### M4 wires

Scale: 1.5 px per um. Supply wires on this layer in grey.
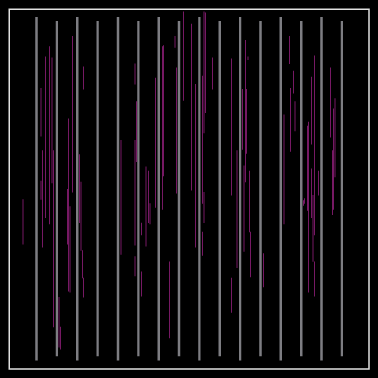
### Routing congestion

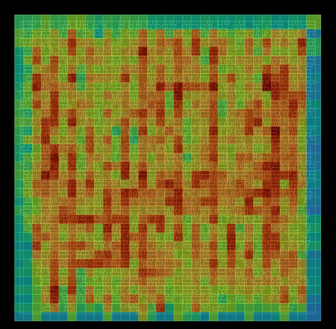
### I/O nets highlighted

Scale: 1 px per um.
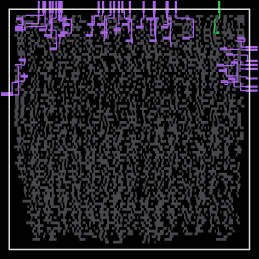
### Clock wires, drivers and flops

Scale: 1.5 px per um.
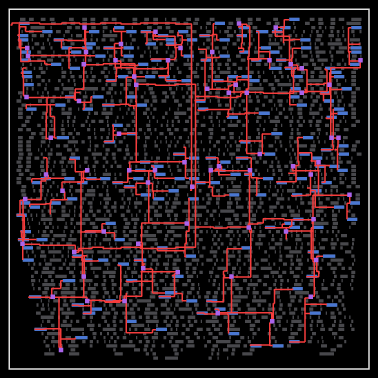
### Placement density heat map

Scale: 1.5 px per um. The die is cut into 24 by 24 equal tiles; dark blue is low, red is high, 0 to 100% covered.
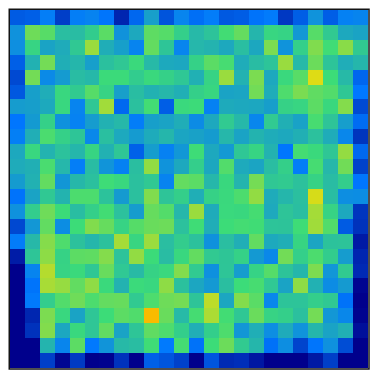
File: config.mk
export PLATFORM = sky130hd
export DESIGN_NAME = ex_muldiv_unit
export DESIGN_NICKNAME = d
export VERILOG_FILES = /design/src/rtl/muldiv_pkg.sv /design/src/rtl/muldiv_step.sv /design/src/rtl/ex_muldiv_unit.sv
export SDC_FILE = /design/constraint.sdc
export NUM_CORES = 1
export LEC_CHECK = 0
export ABC_AREA = 0
export CAP_MARGIN = 20
export CELL_PAD_IN_SITES_DETAIL_PLACEMENT = 2
export CELL_PAD_IN_SITES_GLOBAL_PLACEMENT = 2
export CORE_MARGIN = 4
export CORE_UTILIZATION = 31
export CTS_BUF_LIST = sky130_fd_sc_hd__clkbuf_2
export DETAILED_ROUTE_END_ITERATION = 10
export GPL_TIMING_DRIVEN = 0
export MAX_ROUTING_LAYER = met4
export PLACE_DENSITY_LB_ADDON = 0.1
export REMOVE_ABC_BUFFERS = 1
export SYNTH_ARGS = -nofsm -noshare
export SYNTH_HDL_FRONTEND = slang
export SYNTH_SLANG_ARGS = --single-unit
File: constraint.sdc
create_clock -name clk -period 3 [get_ports clk]
set_input_delay 0.45 -clock clk [delete_from_list [all_inputs] [get_ports clk]]
set_output_delay 0.45 -clock clk [all_outputs]
set_load 0.05 [all_outputs]
File: src/rtl/muldiv_pkg.sv
// Shared encodings for the EX-stage iterative multiply/divide unit.
package muldiv_pkg;

    localparam logic [1:0] OP_MULT  = 2'd0;
    localparam logic [1:0] OP_MULTU = 2'd1;
    localparam logic [1:0] OP_DIV   = 2'd2;
    localparam logic [1:0] OP_DIVU  = 2'd3;

    typedef enum logic [1:0] {
        S_IDLE = 2'd0,
        S_CALC = 2'd1,
        S_FIX  = 2'd2
    } muldiv_state_t;

    localparam logic [31:0] DIVZERO_QUOTIENT = '1;

    function automatic logic opIsDiv(input logic [1:0] op);
        return op[1];
    endfunction

    function automatic logic opIsSigned(input logic [1:0] op);
        return ~op[0];
    endfunction

endpackage

File: src/rtl/muldiv_step.sv
// One combinational iteration: shift-add multiply or restoring divide.
module muldiv_step #(
    parameter int unsigned WIDTH = 32
) (
    input  logic [2*WIDTH-1:0] acc,
    input  logic [WIDTH-1:0]   operand,
    input  logic               isDiv,
    output logic [2*WIDTH-1:0] accNext,
    output logic               qBit
);

    logic [WIDTH:0] sum;
    logic [WIDTH:0] shifted;
    logic [WIDTH:0] diff;

    always_comb begin
        sum     = {1'b0, acc[2*WIDTH-1:WIDTH]} + (acc[0] ? {1'b0, operand} : '0);
        shifted = {acc[2*WIDTH-1:WIDTH], acc[WIDTH-1]};
        diff    = shifted - {1'b0, operand};
        qBit    = 1'b0;
        accNext = '0;
        if (isDiv) begin
            // Remainder stays below the divisor, so bit WIDTH of diff is a pure borrow flag.
            qBit    = ~diff[WIDTH];
            accNext = {(qBit ? diff[WIDTH-1:0] : shifted[WIDTH-1:0]), acc[WIDTH-2:0], 1'b0};
        end else begin
            accNext = {sum, acc[WIDTH-1:1]};
        end
    end

endmodule

File: src/rtl/ex_muldiv_unit.sv
// EX-stage iterative MULT/MULTU/DIV/DIVU unit owning HI/LO, with pipeline stall request.
module ex_muldiv_unit
    import muldiv_pkg::*;
#(
    parameter int unsigned WIDTH = 32
) (
    input  logic             clk,
    input  logic             rst,
    input  logic             cpu_en,
    input  logic             start,
    input  logic [1:0]       op,
    input  logic [WIDTH-1:0] a,
    input  logic [WIDTH-1:0] b,
    input  logic             hi_we,
    input  logic             lo_we,
    input  logic [WIDTH-1:0] wdata,
    output logic             stall,
    output logic             busy,
    output logic             done,
    output logic [WIDTH-1:0] hi,
    output logic [WIDTH-1:0] lo
);

    localparam int unsigned CW = (WIDTH > 1) ? $clog2(WIDTH) : 1;

    muldiv_state_t      state;
    logic [1:0]         opReg;
    logic [CW-1:0]      count;
    logic [2*WIDTH-1:0] acc;
    logic [WIDTH-1:0]   operand;
    logic [WIDTH-1:0]   aOrig;
    logic               negRes;
    logic               negRem;

    logic [WIDTH-1:0]   absA;
    logic [WIDTH-1:0]   absB;
    logic               inSigned;
    logic               inDiv;
    logic [2*WIDTH-1:0] accNext;
    logic               qBit;
    logic [2*WIDTH-1:0] prod;
    logic [WIDTH-1:0]   resHi;
    logic [WIDTH-1:0]   resLo;

    muldiv_step #(.WIDTH(WIDTH)) stepInst (
        .acc     (acc),
        .operand (operand),
        .isDiv   (opIsDiv(opReg)),
        .accNext (accNext),
        .qBit    (qBit)
    );

    always_comb begin
        inSigned = opIsSigned(op);
        inDiv    = opIsDiv(op);
        absA     = (inSigned && a[WIDTH-1]) ? -a : a;
        absB     = (inSigned && b[WIDTH-1]) ? -b : b;
        stall    = busy || (state == S_IDLE && start && !done);
    end

    always_comb begin
        prod  = negRes ? -acc : acc;
        resHi = prod[2*WIDTH-1:WIDTH];
        resLo = prod[WIDTH-1:0];
        if (opIsDiv(opReg)) begin
            if (operand == '0) begin
                resHi = aOrig;
                resLo = DIVZERO_QUOTIENT[WIDTH-1:0];
            end else begin
                resHi = negRem ? -acc[2*WIDTH-1:WIDTH] : acc[2*WIDTH-1:WIDTH];
                resLo = negRes ? -acc[WIDTH-1:0] : acc[WIDTH-1:0];
            end
        end
    end

    always_ff @(posedge clk) begin
        if (rst) begin
            state   <= S_IDLE;
            opReg   <= OP_MULT;
            count   <= '0;
            acc     <= '0;
            operand <= '0;
            aOrig   <= '0;
            negRes  <= 1'b0;
            negRem  <= 1'b0;
            busy    <= 1'b0;
            done    <= 1'b0;
            hi      <= '0;
            lo      <= '0;
        end else if (cpu_en) begin
            done <= 1'b0;
            case (state)
                S_IDLE: begin
                    if (hi_we) hi <= wdata;
                    if (lo_we) lo <= wdata;
                    // The done cycle still shows the finished instruction's start; skip it.
                    if (start && !done) begin
                        opReg   <= op;
                        acc     <= {{WIDTH{1'b0}}, (inDiv ? absA : absB)};
                        operand <= inDiv ? absB : absA;
                        aOrig   <= a;
                        negRes  <= inSigned && (a[WIDTH-1] ^ b[WIDTH-1]);
                        negRem  <= inSigned && a[WIDTH-1];
                        count   <= '0;
                        busy    <= 1'b1;
                        state   <= S_CALC;
                    end
                end
                S_CALC: begin
                    acc <= opIsDiv(opReg) ? {accNext[2*WIDTH-1:1], qBit} : accNext;
                    if (count == CW'(WIDTH - 1)) begin
                        state <= S_FIX;
                    end else begin
                        count <= count + 1'b1;
                    end
                end
                S_FIX: begin
                    hi    <= resHi;
                    lo    <= resLo;
                    done  <= 1'b1;
                    busy  <= 1'b0;
                    state <= S_IDLE;
                end
                default: state <= S_IDLE;
            endcase
        end
    end

endmodule

==> results.cfg <==
; yosys + openroad results
[job]
warnings = 30
drv_cap = 0

[yosys]
synth_warnings = 0
synth_seq_share_pct = 24.73
syn-instance-count = 2304
ys_area_um2 = 16520
mux_share_pct = 3.825
ff_type = dfxtp_1
ys_async_sr_fraction_pct = 0
ys_types = 76
yosys_cells = 2304
edf_count = 0
ys_ff = 204
aoi_share_pct = 29.07
simple_gate_share_pct = 21.63

[power_and_ir_drop]
power.internal_mw = 5.319
power.share.combinational_pct = 33.4
leakagePower_nw = 8.656
maxPowerGroup = registers
switching_share_pct = 39.94

[final_layout]
fillers = 5825
diodes = 8
n_all_inverters = 73
final_cells = 3286
top_register = acc
regArea_um2 = 4189
logic_gate_count = 1853
stdcell_area_um2 = 23410
largest_reg_flops = 64
comb_area_share_pct = 58.43
logic_area_um2 = 13680
final_common_cell = nand2_1
nets = 2717
layout_top_cells = nand2_1, a21oi_1, nor2_1
nFlopsAndLatches = 204

[final_timing]
fmax_mhz = 291.1
setup_violations = 58
setup-tns-final_ps = -10940
setup_slack_ps = -435.6
slew_headroom_pct = 24.54
fin_crit_ps = 3436
tightest_slew_ps = 1127
final_max_slew_viol_count = 0

[clock_tree]
clock-sinks = 204
cts_root_buffer = clkbuf_2
htreeDepth = 3
cts_hold_buf = 13
cts_buffers = 68
cts_tree = built

[worst_setup_path]
cp.required_ps = 3910
crit_start = acc[15]
cpPeakStageDelay_ps = 590
critical_path_buf_inv_count = 2
r2r_slack_ps = -440
crit_family = simple AND/OR/NAND/NOR gates
timing.rr.end = hi[3]
worstSetupEndpointType = flop
path_max_fanout = 7
r2r_start = acc[15]
path_depth = 11
slowest_stage = or4_4

[min_path]
min_path_type = input pin to flop
hold_end = aOrig[27]

[placement]
place_ws_ps = -1598
gpl.final_weighted_congestion = 0.8780
dp_cells = 3006

[global_routing]
grt_usage_pct = 29.35
antenna_found_initial = 8
grt_pass1_vias = 20374
grtUsageMet3_pct = 4.361

[detailed_routing]
drc = 0
wl_met3_um = 3629
drtAntennaViolNets = 0
wl_met2_um = 43020
drt_first_pass_iters = 5

[floorplan]
row_count = 84
die_h_um = 238.8

[outcome]
status = finished, violations left
violations = negative setup slack
About 'M4 wires':
main direction: vertical
longest straight run: 120 um
wire length on this layer: 3,750 um
share of all routed wire: 4.3%
via count: 19,264
Routed WL: 88,390 um

About 'Routing congestion':
DR WL/cell: 26.90 um
Top Usage Layer GRT: met2

About 'I/O nets highlighted':
[green] `stall` | bits: 1 | direction: output | edge: top | end cells: 1 | buffers: 1 | wire: 27.6 um
[purple] `lo` | bits: 32 | direction: output | edge: 22 top, 8 right, 2 left | end cells: 32 | buffers: 32 | wire: 1,070 um
io pins: 171
number of I/O port buffers: 170

About 'Clock wires, drivers and flops':
[blue] flip-flops | count: 204
[red] clock wires | length: 4,880 um
[purple] cells driving clock nets | count: 68
flops lie: spread over the die
clock network power share: 32.5%
worst-skew pair later-pin latency: 1130 ps
power in the clock group: 2.88 mW
skew final: 144.2 ps

About 'Placement density heat map':
tiles over 75% full: 0.20%
mean over tiles: 40%
fullest tile: 79%
emptiest ninth of the die: bottom right
nearly empty tiles: 4.0%
Core ar.: 52,660 um2
Final Util: 44.45%
fp util: 31.37%

Power is estimated from default activity; no workload was simulated.
